===== src/rtl/icache_dm_if.sv =====
// Fetch-side and instruction-memory-side signals of the direct-mapped
// instruction cache. The slave modport is the cache itself; the master
// modport is the surrounding pipeline plus memory.
interface icache_dm_if;
    // fetch side
    logic [31:0] addr;
    logic        req;
    logic        inv;
    logic [31:0] cmd;
    logic        hit;
    logic        istall;
    // instruction memory side
    logic        mem_req;
    logic [31:0] mem_addr;
    logic [31:0] mem_rdata;
    logic        mem_valid;

    modport slave (
        input  addr, req, inv, mem_rdata, mem_valid,
        output cmd, hit, istall, mem_req, mem_addr
    );

    modport master (
        output addr, req, inv, mem_rdata, mem_valid,
        input  cmd, hit, istall, mem_req, mem_addr
    );
endinterface


===== src/rtl/icache_dm.sv =====
// Direct-mapped instruction cache. A hit returns the instruction in the same
// cycle; a miss stalls the pipeline while the whole line is refilled
// word-by-word (beats 0..WORDS-1 in order) over a valid/ready memory port.
// Optional build macro ICACHE_PERF_EN adds saturating hit/miss counters.
module icache_dm #(
    parameter int unsigned LINES = 16,
    parameter int unsigned WORDS = 4
) (
    input  logic        clk,
    input  logic        rst,
    icache_dm_if.slave  bus
`ifdef ICACHE_PERF_EN
    ,
    output logic [31:0] hit_cnt_o,
    output logic [31:0] miss_cnt_o
`endif
);
    localparam int unsigned OFF_W = $clog2(WORDS);
    localparam int unsigned IDX_W = $clog2(LINES);
    localparam int unsigned TAG_W = 32 - 2 - OFF_W - IDX_W;
    localparam logic [OFF_W-1:0] LAST_BEAT = OFF_W'(WORDS - 1);

    typedef enum logic [0:0] {IDLE, FILL} state_e;

    state_e            state_q, state_d;
    logic [LINES-1:0]  valid_q;
    logic [TAG_W-1:0]  tag_q  [LINES];
    logic [31:0]       data_q [LINES][WORDS];
    logic [TAG_W-1:0]  miss_tag_q;
    logic [IDX_W-1:0]  miss_idx_q;
    logic [OFF_W-1:0]  beat_q;
    logic              pend_inv_q;

    logic [OFF_W-1:0]  req_off;
    logic [IDX_W-1:0]  req_idx;
    logic [TAG_W-1:0]  req_tag;
    logic              unused_addr_bits;
    logic              lookup_hit;
    logic              hit_c;
    logic              start_fill;
    logic              beat_done;
    logic              fill_done;

    assign req_off          = bus.addr[2 +: OFF_W];
    assign req_idx          = bus.addr[2 + OFF_W +: IDX_W];
    assign req_tag          = bus.addr[31 -: TAG_W];
    assign unused_addr_bits = ^bus.addr[1:0];
    assign beat_done        = (state_q == FILL) && bus.mem_valid;
    assign fill_done        = beat_done && (beat_q == LAST_BEAT);

    // FSM state register
    always_ff @(posedge clk) begin
        if (rst) state_q <= IDLE;
        else     state_q <= state_d;
    end

    // Lookup, stall, memory request and next-state decode
    always_comb begin
        state_d      = state_q;
        hit_c        = 1'b0;
        start_fill   = 1'b0;
        bus.mem_req  = 1'b0;
        bus.mem_addr = '0;
        lookup_hit   = bus.req && valid_q[req_idx] && (tag_q[req_idx] == req_tag);
        case (state_q)
            IDLE: begin
                hit_c = lookup_hit;
                if (bus.req && !lookup_hit) begin
                    start_fill = 1'b1;
                    state_d    = FILL;
                end
            end
            FILL: begin
                bus.mem_req  = 1'b1;
                bus.mem_addr = {miss_tag_q, miss_idx_q, beat_q, 2'b00};
                if (fill_done) state_d = IDLE;
            end
        endcase
        bus.hit    = hit_c;
        bus.cmd    = hit_c ? data_q[req_idx][req_off] : '0;
        bus.istall = bus.req && !hit_c;
    end

    // Miss bookkeeping, beat counter and valid bits
    always_ff @(posedge clk) begin
        if (rst) begin
            valid_q    <= '0;
            miss_tag_q <= '0;
            miss_idx_q <= '0;
            beat_q     <= '0;
            pend_inv_q <= 1'b0;
        end else begin
            if (start_fill) begin
                miss_tag_q <= req_tag;
                miss_idx_q <= req_idx;
                beat_q     <= '0;
            end
            if (beat_done) beat_q <= beat_q + 1'b1;
            if (state_q == IDLE && bus.inv) valid_q <= '0;
            if (state_q == FILL && bus.inv && !fill_done) pend_inv_q <= 1'b1;
            // An invalidate seen during the fill, or on its last beat, also
            // kills the line that was just brought in.
            if (fill_done) begin
                pend_inv_q <= 1'b0;
                if (pend_inv_q || bus.inv) valid_q <= '0;
                else                       valid_q[miss_idx_q] <= 1'b1;
            end
        end
    end

    // Tag and data storage (not reset; guarded by the valid bits)
    always_ff @(posedge clk) begin
        if (!rst && beat_done) data_q[miss_idx_q][beat_q] <= bus.mem_rdata;
        if (!rst && fill_done) tag_q[miss_idx_q] <= miss_tag_q;
    end

`ifdef ICACHE_PERF_EN
    logic [31:0] hit_cnt_q, miss_cnt_q;

    // Saturating performance counters, cleared by reset or invalidate
    always_ff @(posedge clk) begin
        if (rst || bus.inv) begin
            hit_cnt_q  <= '0;
            miss_cnt_q <= '0;
        end else begin
            if (hit_c && hit_cnt_q != '1)       hit_cnt_q  <= hit_cnt_q + 32'd1;
            if (start_fill && miss_cnt_q != '1) miss_cnt_q <= miss_cnt_q + 32'd1;
        end
    end

    assign hit_cnt_o  = hit_cnt_q;
    assign miss_cnt_o = miss_cnt_q;
`endif
endmodule


===== src/flat_wrapper.sv =====
// flat-port wrapper written by rule: the top's interface ports become plain ports
module icache_dm_flat 
#(
    parameter int unsigned LINES = 16,
    parameter int unsigned WORDS = 4
)
  (clk, rst, bus_addr, bus_req, bus_inv, bus_mem_rdata, bus_mem_valid, bus_cmd, bus_hit, bus_istall, bus_mem_req, bus_mem_addr);
  icache_dm_if bus_i ();
  input  logic clk;
  input  logic rst;
  input wire logic [$bits(bus_i.addr)-1:0] bus_addr;
  input wire logic [$bits(bus_i.req)-1:0] bus_req;
  input wire logic [$bits(bus_i.inv)-1:0] bus_inv;
  input wire logic [$bits(bus_i.mem_rdata)-1:0] bus_mem_rdata;
  input wire logic [$bits(bus_i.mem_valid)-1:0] bus_mem_valid;
  output wire logic [$bits(bus_i.cmd)-1:0] bus_cmd;
  output wire logic [$bits(bus_i.hit)-1:0] bus_hit;
  output wire logic [$bits(bus_i.istall)-1:0] bus_istall;
  output wire logic [$bits(bus_i.mem_req)-1:0] bus_mem_req;
  output wire logic [$bits(bus_i.mem_addr)-1:0] bus_mem_addr;
  assign bus_i.addr = bus_addr;
  assign bus_i.req = bus_req;
  assign bus_i.inv = bus_inv;
  assign bus_i.mem_rdata = bus_mem_rdata;
  assign bus_i.mem_valid = bus_mem_valid;
  assign bus_cmd = bus_i.cmd;
  assign bus_hit = bus_i.hit;
  assign bus_istall = bus_i.istall;
  assign bus_mem_req = bus_i.mem_req;
  assign bus_mem_addr = bus_i.mem_addr;
  icache_dm #(.LINES(LINES), .WORDS(WORDS)) u_core (.clk(clk), .rst(rst), .bus(bus_i));
endmodule

===== config.mk =====
export PLATFORM = sky130hd
export DESIGN_NAME = icache_dm_flat
export DESIGN_NICKNAME = d
export VERILOG_FILES = /design/src/rtl/icache_dm_if.sv /design/src/rtl/icache_dm.sv /design/src/flat_wrapper.sv
export SDC_FILE = /design/constraint.sdc
export NUM_CORES = 2
export LEC_CHECK = 0
export CAP_MARGIN = 20
export CORE_MARGIN = 3
export CORE_UTILIZATION = 35
export CTS_CLUSTER_DIAMETER = 120
export DETAILED_ROUTE_END_ITERATION = 8
export PLACE_DENSITY = 0.59
export RECOVER_POWER = 25
export SLEW_MARGIN = 30
export SYNTH_ARGS = -nofsm -noshare
export SYNTH_HDL_FRONTEND = slang
export SYNTH_SLANG_ARGS = --single-unit

===== constraint.sdc =====
create_clock -name clk -period 4.9 [get_ports clk]
set_clock_uncertainty 0.05 [all_clocks]
set_input_delay 0.98 -clock clk [delete_from_list [all_inputs] [get_ports clk]]
set_output_delay 0.98 -clock clk [all_outputs]
set_load 0.005 [all_outputs]

Met1 routing:
Cells faint in the background.
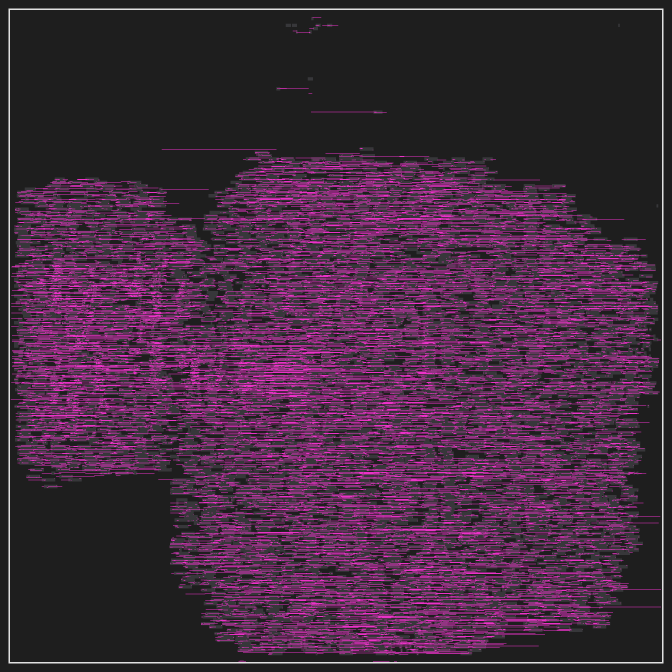
- wire length on this layer: 108 mm
- longest straight run: 114 um
final wirelength: 264400 um
met1 Usage GRT: 0.2683
total number of vias: 46.86k

M2 wires:
Bar = 200 um.
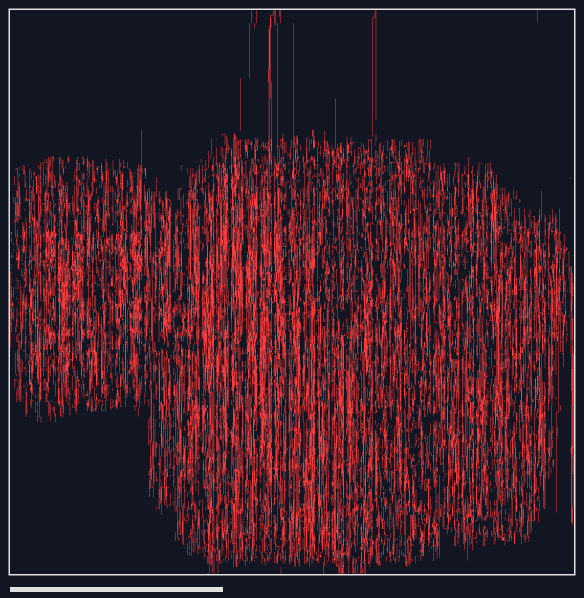
- wire length on this layer: 125 mm
- share of all routed wire: 47%
- longest straight run: 212 um
- nets with wire on the layer: 4267
- main direction: vertical

The metal 3 layer:
Bar = 200 um.
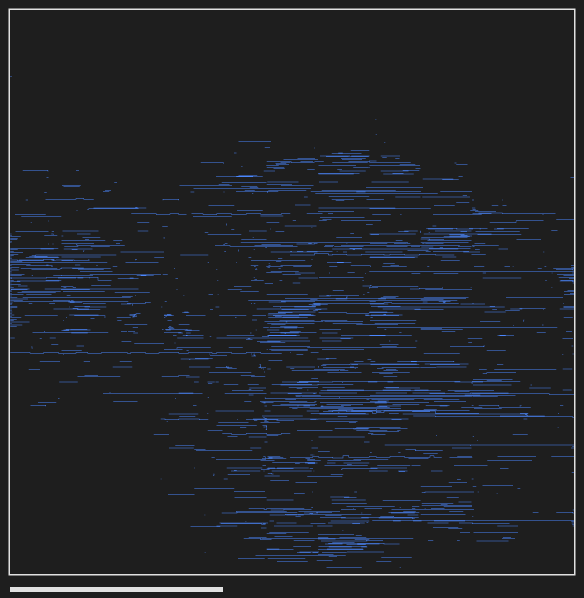
- wire length on this layer: 23.8 mm
- longest straight run: 196 um

Signal wires on met4:
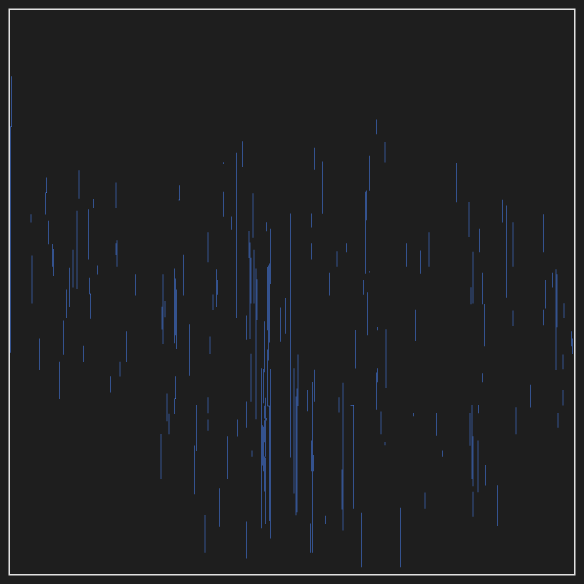
- longest straight run: 229 um
- main direction: vertical
- share of all routed wire: 2.6%
- nets with wire on the layer: 85

==> flow_summary.json <==
{
  "status": "complete, but fails checks",
  "violations": "capacitance limit, slew limit, setup timing",
  "drt_iter0_markers": 6211,
  "report.final.slew_viol_count": 1885,
  "async_flop_share": 0,
  "wl_per_cell_um": 31.78,
  "initCoreUtil": 0.3536,
  "drc": 0,
  "pwr-share-seq": 0.539,
  "internal-power_uw": 34470,
  "cts.sinks": 2480,
  "drive_above_1_share": 0.3404,
  "syn_area_per_cell_um2": 23.66,
  "grt_usage": 0.1862,
  "netlist_top_cells_area": "edfxtp_1 (76%), mux4_2 (18%), dfxtp_1 (1.0%), nor2_1 (0.50%), mux2i_1 (0.45%)",
  "critPathArrivalTime_ns": 4.11,
  "numSynthFlops": 2480,
  "clock.fmax_mhz": 194.5,
  "timing.slew.headroom": -0.8646,
  "met3RoutedLength_um": 23780,
  "io_buffers": 131,
  "cts_made_buffers": 240,
  "period_used_share": 1.049,
  "antenna_found_initial": 40,
  "clockBufferDepth": 4,
  "gp_routability_congestion": 0.7693,
  "edf_count": 2432,
  "ys_seq_share": 0.7680,
  "vdd_drop_max_uv": 332.5,
  "root_buffer": "clkbuf_16",
  "grt_pass1_wl_um": 370000,
  "syn_area_um2": 96340,
  "setup_viol_count_final": 34,
  "p_leak_uw": 0.03500,
  "viasPerCell": 5.633,
  "powerDensity_nw_per_um2": 385.7,
  "post-route-min-period_ns": 5.140,
  "p_comb_frac": 0.052,
  "common_cells": "edfxtp_1 (2432), mux4_2 (765), nor2_1 (129)",
  "fin_ws_ns": -0.2402,
  "ios": 136,
  "required_ns": 3.87,
  "cts_tree": "built",
  "p_clk_frac": 0.408,
  "power_switching_share": 0.2109,
  "grt_pass1_vias": 47241,
  "clock_latency_ns": 0.90,
  "stdcell_area_um2": 113200,
  "grt_max_degree": 99,
  "hold_viol_final": 0,
  "die_x_um": 530.6,
  "area_growth_pct": 17.56,
  "cp_slowest_stage_delay_ns": 0.61,
  "start_kind": "input port",
  "tightestPinTransition_ns": 2.797,
  "ys_cells": 4071,
  "ys_warn_count": 0,
  "overflow": 0,
  "warnings": 34,
  "netlist_instances": 4071,
  "finalPower_uw": 43680,
  "yosysMostFrequentCell": "edfxtp_1",
  "crit_fanout": 5,
  "synth-main-ff-cell": "edfxtp_1",
  "h-tree-depth": 4,
  "drv_cap": 29,
  "clkTransAtPathRegs_ns": 0.06,
  "synthDistinctLibCells": 58,
  "dr_wl_met2_um": 125300,
  "ant_nets": 0,
  "cp_top_family": "simple AND/OR/NAND/NOR gates",
  "end_kind": "primary output",
  "core_area_um2": 272400,
  "die_h_um": 530.6,
  "num_rows": 191,
  "routed.top_layer": "met5",
  "top_area_frac": 0.7581,
  "dieArea_um2": 281600,
  "firstDrtPassIters": 6,
  "placed_area_um2": 105200,
  "critical_path_buf_inv_count": 7
}
-- power by group through the flow --
stage	Combinational, uW	Sequential, uW	Clock (uW)
detailed placement	2240	24000	0
CTS	2300	23500	18100
global placement	2210	24000	0
floorplan	1260	23900	0
global route	2420	23600	19000
finish	2290	23600	17800
-- registers in the layout, summed over array words and instances (netlist names) --
name / count
u_core.data_q: 2048
u_core.state_q: 1
u_core.beat_q: 2
u_core.pend_inv_q: 1
u_core.valid_q: 16
u_core.miss_tag_q: 24
u_core.miss_idx_q: 4
u_core.tag_q: 384
-- area by class of cell --
cell class                      count  area [um^2]
Antenna cell                        8        20.02
Clock buffer                      293         6226
Clock inverter                    133         1186
Fill cell                       23386       159200
Inverter                            7        26.28
Multi-Input combinational cell   1350        21930
Sequential cell                  2480        73990
Tap cell                         3570         4467
Timing Repair Buffer              478         5398
-- worst paths after layout --
path / depth (start not counted) / slack, ns / to / startpoint
hold reg to reg: 2 / 0.44 / u_core.valid_q[9]$_SDFF_PP0_ / u_core.valid_q[9]$_SDFF_PP0_
hold / removal: 2 / 0.44 / u_core.valid_q[9]$_SDFF_PP0_ / u_core.valid_q[9]$_SDFF_PP0_
setup reg to reg: 11 / 1.50 / u_core.miss_tag_q[5]$_SDFFE_PP0P_ / u_core.tag_q[15][15]$_DFFE_PP_
setup / recovery: 15 / -0.24 / bus_cmd[26] / bus_addr[5]
-- cell families after synthesis --
| kind of cell | synth area share |
|---|---|
| xor gates and xnor gates | 0.002455 |
| buffers and inverters | 0.01388 |
| other | 0.00003893 |
| adders and majority gates | 0.0005195 |
| DFF | 0.7680 |
| muxes | 0.1842 |
| AOI/OAI and AO/OA | 0.006975 |
| and+or+nand+nor | 0.02383 |
-- metal layers --
| layer | vias up | GRT usage |
|---|---|---|
| met5 | - | 0 |
| met4 | 14 | 0.04633 |
| met3 | 404 | 0.03562 |
| met2 | 2158 | 0.2926 |
| met1 | 25783 | 0.2683 |
| li1 | 18501 | - |
-- cell usage in the layout (no fill, tap or decap), types with 30 or more instances in the layout --
cell / instances
clkinv_2: 47
clkdlybuf4s50_1: 58
mux2i_1: 36
nand2b_1: 41
clkinv_1: 53
clkbuf_1: 82
mux4_2: 765
clkbuf_16: 241
nand2_1: 30
nor2_1: 49
buf_12: 120
buf_4: 212
edfxtp_1: 2432
nor2_4: 80
dfxtp_1: 48
nand3_1: 46
-- stage by stage --
step | std cells | setup slack (ns) | setup TNS, ns | util | hold WS (ns)
final | 8319 | -0.2402 | -6.779 | 0.4157 | 0.4365
after global routing | 8314 | -0.3690 | -10.51 | 0.4156 | 0.4665
after CTS | 8310 | -0.2379 | -5.796 | 0.4152 | 0.4399
after detailed placement | 7869 | -0.9508 | -30.05 | 0.3862 | 0.4256
after global placement | 7868 | -0.9150 | -29.98 | 0.3860 | 0.4133
after floorplan | 4072 | 0.01126 | 0 | - | 0.3994
-- repair_timing --
item / 4_1_cts / 5_1_grt
gates cloned: 7 / 0
resized: 213 / 33
pin swaps: 14 / 7
endpoints found under the setup margin: 34 / 34
setup buffers: 13 / 1
No activity file was given, so power comes from the tool's default toggle rates.
